$ cat config.mk
export PLATFORM = sky130hd
export DESIGN_NAME = inversion_counter_flat
export DESIGN_NICKNAME = d
export VERILOG_FILES = /design/src/rtl/inversion_counter_pkg.sv /design/src/rtl/inversion_counter_if.sv /design/src/rtl/inversion_counter_pair_index_counter.sv /design/src/rtl/inversion_counter.sv /design/src/flat_wrapper.sv
export SDC_FILE = /design/constraint.sdc
export NUM_CORES = 1
export LEC_CHECK = 0
export CELL_PAD_IN_SITES_DETAIL_PLACEMENT = 0
export CELL_PAD_IN_SITES_GLOBAL_PLACEMENT = 1
export CORE_MARGIN = 2
export CORE_UTILIZATION = 41
export CTS_CLUSTER_SIZE = 24
export DETAILED_ROUTE_END_ITERATION = 12
export GPL_TIMING_DRIVEN = 0
export PLACE_DENSITY = 0.82
export RECOVER_POWER = 50
export SLEW_MARGIN = 10
export SYNTH_ARGS = -nofsm -noshare
export SYNTH_HDL_FRONTEND = slang
export SYNTH_SLANG_ARGS = --single-unit
export TNS_END_PERCENT = 20
$ cat constraint.sdc
create_clock -name clk -period 3.8 [get_ports clk]
set_input_delay 0.38 -clock clk [delete_from_list [all_inputs] [get_ports clk]]
set_output_delay 0.38 -clock clk [all_outputs]
set_load 0.01 [all_outputs]
$ cat src/rtl/inversion_counter_pkg.sv
// Shared definitions for the inversion counter slice.
//   state_t      : controller states
//   CMP_UNSIGNED : signed_mode value selecting an unsigned compare
//   CMP_SIGNED   : signed_mode value selecting a two's-complement compare
package ic_pkg;

    typedef enum logic [2:0] {
        IDLE,
        RD_I,
        LAT_I,
        RD_J,
        CMP,
        DONE
    } state_t;

    localparam logic CMP_UNSIGNED = 1'b0;
    localparam logic CMP_SIGNED   = 1'b1;

endpackage

$ cat src/rtl/inversion_counter_if.sv
// Control and memory-read bus of the inversion counter.
//   start, len, signed_mode : scan request (requester -> counter)
//   rd_en, rd_addr          : memory read strobe/address (counter -> memory)
//   rd_data                 : read data, one cycle after rd_en (memory -> counter)
//   busy, done, inv_count   : status and result (counter -> requester)
// slave is the counter's view; master is the requester/memory view.
interface inversion_counter_if #(
    parameter int DATA_W = 16,
    parameter int DEPTH  = 256
);
    localparam int ADDR_W = $clog2(DEPTH);
    localparam int CNT_W  = 2 * ADDR_W;

    logic              start;
    logic [ADDR_W:0]   len;
    logic              signed_mode;
    logic              rd_en;
    logic [ADDR_W-1:0] rd_addr;
    logic [DATA_W-1:0] rd_data;
    logic              busy;
    logic              done;
    logic [CNT_W-1:0]  inv_count;

    modport slave (
        input  start, len, signed_mode, rd_data,
        output rd_en, rd_addr, busy, done, inv_count
    );

    modport master (
        output start, len, signed_mode, rd_data,
        input  rd_en, rd_addr, busy, done, inv_count
    );
endinterface

$ cat src/rtl/inversion_counter_pair_index_counter.sv
// Index pair generator (i, j) with i < j over the first len_q elements.
//   clk, rst  : clock, synchronous active-low reset
//   init      : i <= 0, j <= 1 (start of a scan)
//   step_j    : j <= j + 1 (next partner for the same i)
//   step_i    : i <= i + 1, j <= i + 2 (next outer element, j just after it)
//   len_q     : latched element count (ADDR_W+1 bits)
//   i, j      : current pair
//   last_j    : j is the final element
//   last_pair : (i, j) is the final pair of the scan
module pair_index_counter #(
    parameter int ADDR_W = 8
) (
    input  logic              clk,
    input  logic              rst,
    input  logic              init,
    input  logic              step_i,
    input  logic              step_j,
    input  logic [ADDR_W:0]   len_q,
    output logic [ADDR_W-1:0] i,
    output logic [ADDR_W-1:0] j,
    output logic              last_j,
    output logic              last_pair
);
    localparam logic [ADDR_W:0] ONE = (ADDR_W+1)'(1);
    localparam logic [ADDR_W:0] TWO = (ADDR_W+1)'(2);

    // Compared one bit wider than the indices so len_q == DEPTH does not wrap.
    assign last_j    = ({1'b0, j} == (len_q - ONE));
    assign last_pair = last_j && ({1'b0, i} == (len_q - TWO));

    always_ff @(posedge clk) begin
        if (!rst) begin
            i <= '0;
            j <= '0;
        end else if (init) begin
            i <= '0;
            j <= ADDR_W'(1);
        end else if (step_i) begin
            i <= i + ADDR_W'(1);
            j <= i + ADDR_W'(2);
        end else if (step_j) begin
            j <= j + ADDR_W'(1);
        end
    end
endmodule

$ cat src/rtl/inversion_counter.sv
// Counts inversions (A[i] > A[j], i < j) over the first len words of an
// external synchronous-read memory.
//   clk, rst : clock, synchronous active-low reset
//   bus      : inversion_counter_if.slave -- start/len/signed_mode request,
//              rd_en/rd_addr/rd_data memory port, busy/done/inv_count status
module inversion_counter
    import ic_pkg::*;
#(
    parameter int DATA_W = 16,
    parameter int DEPTH  = 256
) (
    input logic               clk,
    input logic               rst,
    inversion_counter_if.slave bus
);
    localparam int ADDR_W = $clog2(DEPTH);
    localparam int CNT_W  = 2 * ADDR_W;
    localparam logic [ADDR_W:0] DEPTH_L = (ADDR_W+1)'(DEPTH);

    state_t            state_q, state_d;
    logic [ADDR_W:0]   len_q, len_clamp;
    logic              mode_q;
    logic [DATA_W-1:0] a_i_q;
    logic [CNT_W-1:0]  inv_q;
    logic [ADDR_W-1:0] rd_addr_q, rd_addr_d, i, j;
    logic              init, step_i, step_j, last_j, last_pair, inv_hit;

    // j is already i+1 when LAT_I runs: init and step_i both leave it there.
    pair_index_counter #(.ADDR_W(ADDR_W)) u_idx (
        .clk      (clk),
        .rst      (rst),
        .init     (init),
        .step_i   (step_i),
        .step_j   (step_j),
        .len_q    (len_q),
        .i        (i),
        .j        (j),
        .last_j   (last_j),
        .last_pair(last_pair)
    );

    assign len_clamp = (bus.len > DEPTH_L) ? DEPTH_L : bus.len;
    assign inv_hit   = (mode_q == CMP_SIGNED) ? ($signed(a_i_q) > $signed(bus.rd_data))
                                              : (a_i_q > bus.rd_data);

    always_comb begin
        state_d = state_q;
        init    = 1'b0;
        step_i  = 1'b0;
        step_j  = 1'b0;
        case (state_q)
            IDLE: if (bus.start) begin
                init    = 1'b1;
                state_d = (len_clamp >= (ADDR_W+1)'(2)) ? RD_I : DONE;
            end
            RD_I:  state_d = LAT_I;
            LAT_I: state_d = RD_J;
            RD_J:  state_d = CMP;
            CMP: begin
                if (last_pair) begin
                    state_d = DONE;
                end else if (last_j) begin
                    step_i  = 1'b1;
                    state_d = RD_I;
                end else begin
                    step_j  = 1'b1;
                    state_d = RD_J;
                end
            end
            DONE:    state_d = IDLE;
            default: state_d = IDLE;
        endcase
    end

    // Address follows the index directly in the read states, otherwise holds.
    always_comb begin
        rd_addr_d = rd_addr_q;
        if (state_q == RD_I) rd_addr_d = i;
        if (state_q == RD_J) rd_addr_d = j;
    end

    always_ff @(posedge clk) begin
        if (!rst) begin
            state_q   <= IDLE;
            len_q     <= '0;
            mode_q    <= CMP_UNSIGNED;
            a_i_q     <= '0;
            inv_q     <= '0;
            rd_addr_q <= '0;
        end else begin
            state_q   <= state_d;
            rd_addr_q <= rd_addr_d;
            if (state_q == IDLE && bus.start) begin
                len_q  <= len_clamp;
                mode_q <= bus.signed_mode;
                inv_q  <= '0;
            end
            if (state_q == LAT_I) a_i_q <= bus.rd_data;
            if (state_q == CMP && inv_hit) inv_q <= inv_q + CNT_W'(1);
        end
    end

    assign bus.rd_en     = (state_q == RD_I) || (state_q == RD_J);
    assign bus.rd_addr   = rd_addr_d;
    assign bus.busy      = (state_q != IDLE);
    assign bus.done      = (state_q == DONE);
    assign bus.inv_count = inv_q;
endmodule

$ cat src/flat_wrapper.sv
// flat-port wrapper written by rule: the top's interface ports become plain ports
module inversion_counter_flat import ic_pkg::*;
#(
    parameter int DATA_W = 16,
    parameter int DEPTH  = 256
)
  (clk, rst, bus_start, bus_len, bus_signed_mode, bus_rd_data, bus_rd_en, bus_rd_addr, bus_busy, bus_done, bus_inv_count);
  inversion_counter_if #(.DATA_W(DATA_W), .DEPTH(DEPTH)) bus_i ();
  input logic clk;
  input logic rst;
  input wire logic [$bits(bus_i.start)-1:0] bus_start;
  input wire logic [$bits(bus_i.len)-1:0] bus_len;
  input wire logic [$bits(bus_i.signed_mode)-1:0] bus_signed_mode;
  input wire logic [$bits(bus_i.rd_data)-1:0] bus_rd_data;
  output wire logic [$bits(bus_i.rd_en)-1:0] bus_rd_en;
  output wire logic [$bits(bus_i.rd_addr)-1:0] bus_rd_addr;
  output wire logic [$bits(bus_i.busy)-1:0] bus_busy;
  output wire logic [$bits(bus_i.done)-1:0] bus_done;
  output wire logic [$bits(bus_i.inv_count)-1:0] bus_inv_count;
  assign bus_i.start = bus_start;
  assign bus_i.len = bus_len;
  assign bus_i.signed_mode = bus_signed_mode;
  assign bus_i.rd_data = bus_rd_data;
  assign bus_rd_en = bus_i.rd_en;
  assign bus_rd_addr = bus_i.rd_addr;
  assign bus_busy = bus_i.busy;
  assign bus_done = bus_i.done;
  assign bus_inv_count = bus_i.inv_count;
  inversion_counter #(.DATA_W(DATA_W), .DEPTH(DEPTH)) u_core (.clk(clk), .rst(rst), .bus(bus_i));
endmodule
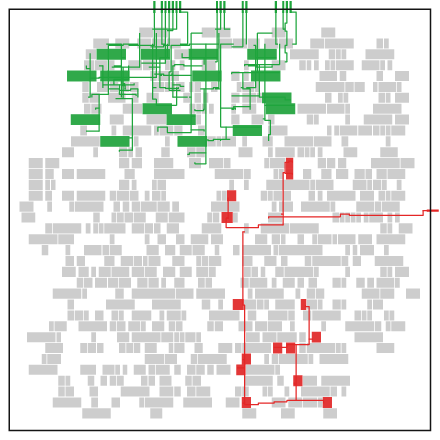
Figure 1: run 1, port wiring.
Scale: 4 px per um.
port	color	bits	direction	end cells	buffers	wire
bus_inv_count	green	16	output	16	16	773 um
rst	red	1	input	15	2	192 um

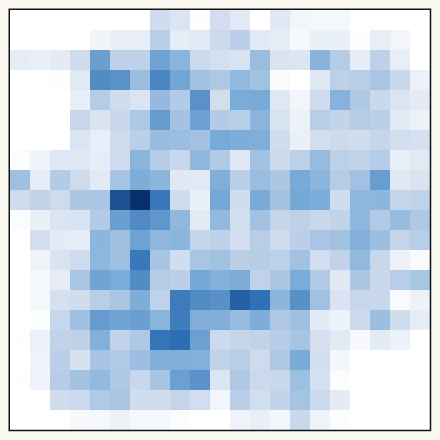
Figure 2: run 1, wire density map.
Scale: 4 px per um. The die is cut into 21 by 21 equal tiles; white is low, dark blue is high, scaled to the fullest tile. Values are wire area over tile area, all layers added.
fullest tile	0.61
tiles over half the peak	9.1%
nearly empty tiles	16%

==> run_results.csv, run 1 <==
group,metric,value,unit
run_status,outcome,"finished clean",
sta,holdWs,0.4567,ns
floorplan,die_w,104.9,um
power,power_frac_comb,0.169,
drt,vias,3936,
power,power_frac_clock,0.418,
setup_path,cp.depth,11,
setup_path,crit_path_end_kind,"register",
power,power_leakage,2.028,nW
synthesis,async_reset_ff_frac,0,
drt,ant_nets,0,
final_layout,final-seq-area,1381,um2
clock_tree,cts-buffers-inserted,9,
synthesis,topCellsByArea,"dfxtp_1, ha_1, nand2_1",
synthesis,syn-cell-area,4175,um2
setup_path,cp-start-kind,"primary input",
synthesis,edf_count,0,
placed_design,io_buffers,55,
global_routing,grt_pass1_vias,3748,
setup_path,crit_end,"u_core.bus.inv_count[12]",
placed_design,place_inst,716,
final_layout,fin_area,5151,um2
sta,drv_slew,0,
sta,grt_setup_unrepaired,"no",
power,p_per_area,359.0,nW/um2
worst_hold_path,min_to,"u_core.a_i_q[0]",
setup_path,r2r_cells,9,
floorplan,rows,36,
floorplan,design.core.area,9819,um2
power,ir_drop,0.0001523,V
global_routing,grt_pass1_wl,18.04,mm
final_layout,syn2layout_area_growth,23.37,%
final_layout,combGateArea,2545,um2
setup_path,r2r-start,"u_core.a_i_q[7]",
synthesis,synth_cells,528,
sta,clock_skew,0.01250,ns
floorplan,io_pins,56,
flow_run,tool_warnings,27,
synthesis,ys.flop_type,"dfxtp_1",
setup_path,critPathTopFamily,"AND-OR/OR-AND gates",
synthesis,ys_warn_count,0,
flow_run,cap_viol_max_count,0,
placed_design,dpl_worst_slack,-0.2365,ns
drt,remaining_drc_errors,0,
clock_tree,clkSinkCount,69,
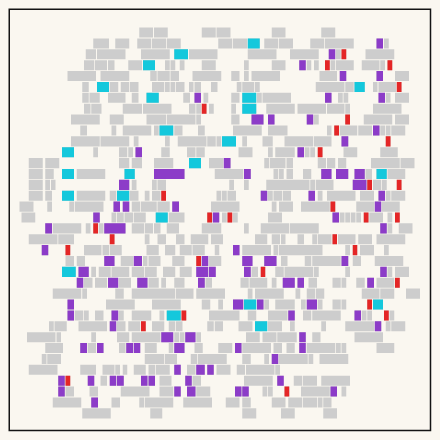
Figure 3: run 1, selected gate families.
Scale: 4 px per um.
family	color	cells
inv cells	red	31
aoi and oai cells	purple	95
non-inverting ao/oa cells	cyan	23

## run 1: cell families after synthesis
family / Yosys count / share of synthesized area
and+or+nand+nor: 214 / 0.2640
AOI/OAI and AO/OA: 118 / 0.1837
DFF: 69 / 0.3308
buffers and inverters: 62 / 0.05993
xor gates and xnor gates: 29 / 0.06083
adders and majority gates: 23 / 0.06893
muxes: 13 / 0.03177
## run 1: layout make-up
cell class                 count  area share
clock inverter                 5     0.02065
buffer                        31     0.02599
tap                          133     0.03231
clock buffer                  11     0.02939
timing repair buffer          55      0.1069
multi-input combinational    397      0.4940
sequential                    69      0.2682
inverter                      31     0.02259
## run 1: routing by layer
layer	routed length (um)	share of wire	track usage
met3	392	0.037	0.03805
met4	204	0.019	0.07524
met5	0	0	0
met2	4885	0.46	0.3112
met1	5202	0.49	0.2742
Figure 4. Clock wires, drivers and flops (run 1).
Scale: 4 px per um.
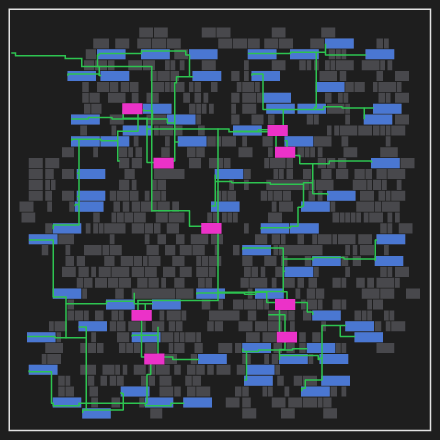

--- run 2 (diff from run 1) ---
Settings changed: ABC_CLOCK_PERIOD_IN_PS set to 3800, SETUP_SLACK_MARGIN set to 0.3.
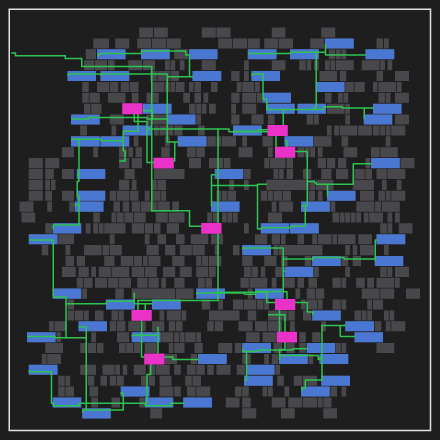
Figure 5: run 2, clock wires, drivers and flops.
Scale: 4 px per um.
[clock wires] green | length: 1030 um
[flip-flops] blue | count: 69
[clock-net drivers] magenta | count: 9
routed clock nets	10

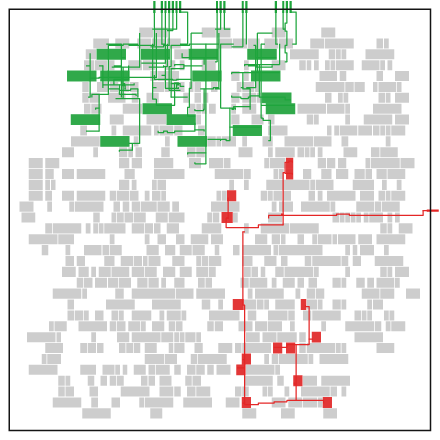
Figure 6: run 2, port wiring.
Scale: 4 px per um.
port	color	bits	direction	end cells	buffers	wire
rst	red	1	input	15	2	192 um
bus_inv_count	green	16	output	16	16	783 um

==> run 2 against run 1 <==
Flip-flop count is the same. Sequential power is essentially flat. Clock-buffer cell count is the same. Global-route usage is essentially flat. Critical path type unchanged.
==> run_results.csv, run 2 <==
group,metric,value,unit
synthesis,edf_count,0,
sta,drv_slew,0,
floorplan,die_w,104.9,um
floorplan,design.core.area,9819,um2
synthesis,simple_gate_area_frac,0.2640,
drt,wl_met3,358,um
global_routing,grt_pass1_vias,3741,
final_layout,syn2layout_area_growth,23.52,%
placed_design,io_buffers,55,
global_routing,use_met1,0.2761,
synthesis,synthAdderAreaFrac,0.06892,
drt,wl_met1,5.253,mm
setup_path,r2r-start,"u_core.state_q[2]",
setup_path,crit_end,"u_core.bus.inv_count[12]",
flow_run,cap_viol_max_count,0,
power,ir_drop,0.0001524,V
sta,grt_setup_unrepaired,"yes",
synthesis,ys_sh_xor,0.06083,
synthesis,async_reset_ff_frac,0,
power,p_per_area,359.1,nW/um2
placed_design,dpl_worst_slack,-0.2365,ns
global_routing,grtUsageMet2,0.3094,
synthesis,synth_cells,528,
sta,clock_skew,0.01358,ns
setup_path,crit_path_end_kind,"register",
global_routing,busiest_layer,"met2",
setup_path,critPathTopFamily,"AND-OR/OR-AND gates",
global_routing,use_met3,0.03805,
synthesis,ys_sh_aoi,0.1837,
drt,remaining_drc_errors,0,
sta,holdWs,0.4571,ns
drt,vias,3939,
setup_path,cp.depth,11,
setup_path,r2r_cells,9,
drt,highest_layer,"met4",
synthesis,ys.flop_type,"dfxtp_1",
clock_tree,cts-buffers-inserted,9,
run_status,outcome,"finished clean",
[run 2: cell counts after synthesis]
Identical to the previous run, type by type.
[run 2: layout make-up]
cell class                 count  area (um2)  share of cell area
clock inverter                 5       106.4             0.02062
multi-input combinational    397        2550              0.4944
clock buffer                  11       151.4             0.02935
sequential                    69        1381              0.2678
buffer                        31       135.1             0.02620
timing repair buffer          55       550.5              0.1067
tap                          133       166.4             0.03227
inverter                      31       116.4             0.02256
[run 2: metrics by stage]
| step | std cells | util | power (mW) |
|---|---|---|---|
| 5_1_grt | 732 | 0.5252 | 1.940 |
| 2_1_floorplan | 528 | - | 0.9912 |
| 3_3_place_gp | 716 | 0.4982 | 1.088 |
| 6_report | 732 | 0.5252 | 1.852 |
| 3_5_place_dp | 716 | 0.4982 | 1.094 |
| 4_1_cts | 732 | 0.5251 | 1.867 |
Power figures rest on the tool's default switching activity, not on a simulated workload.
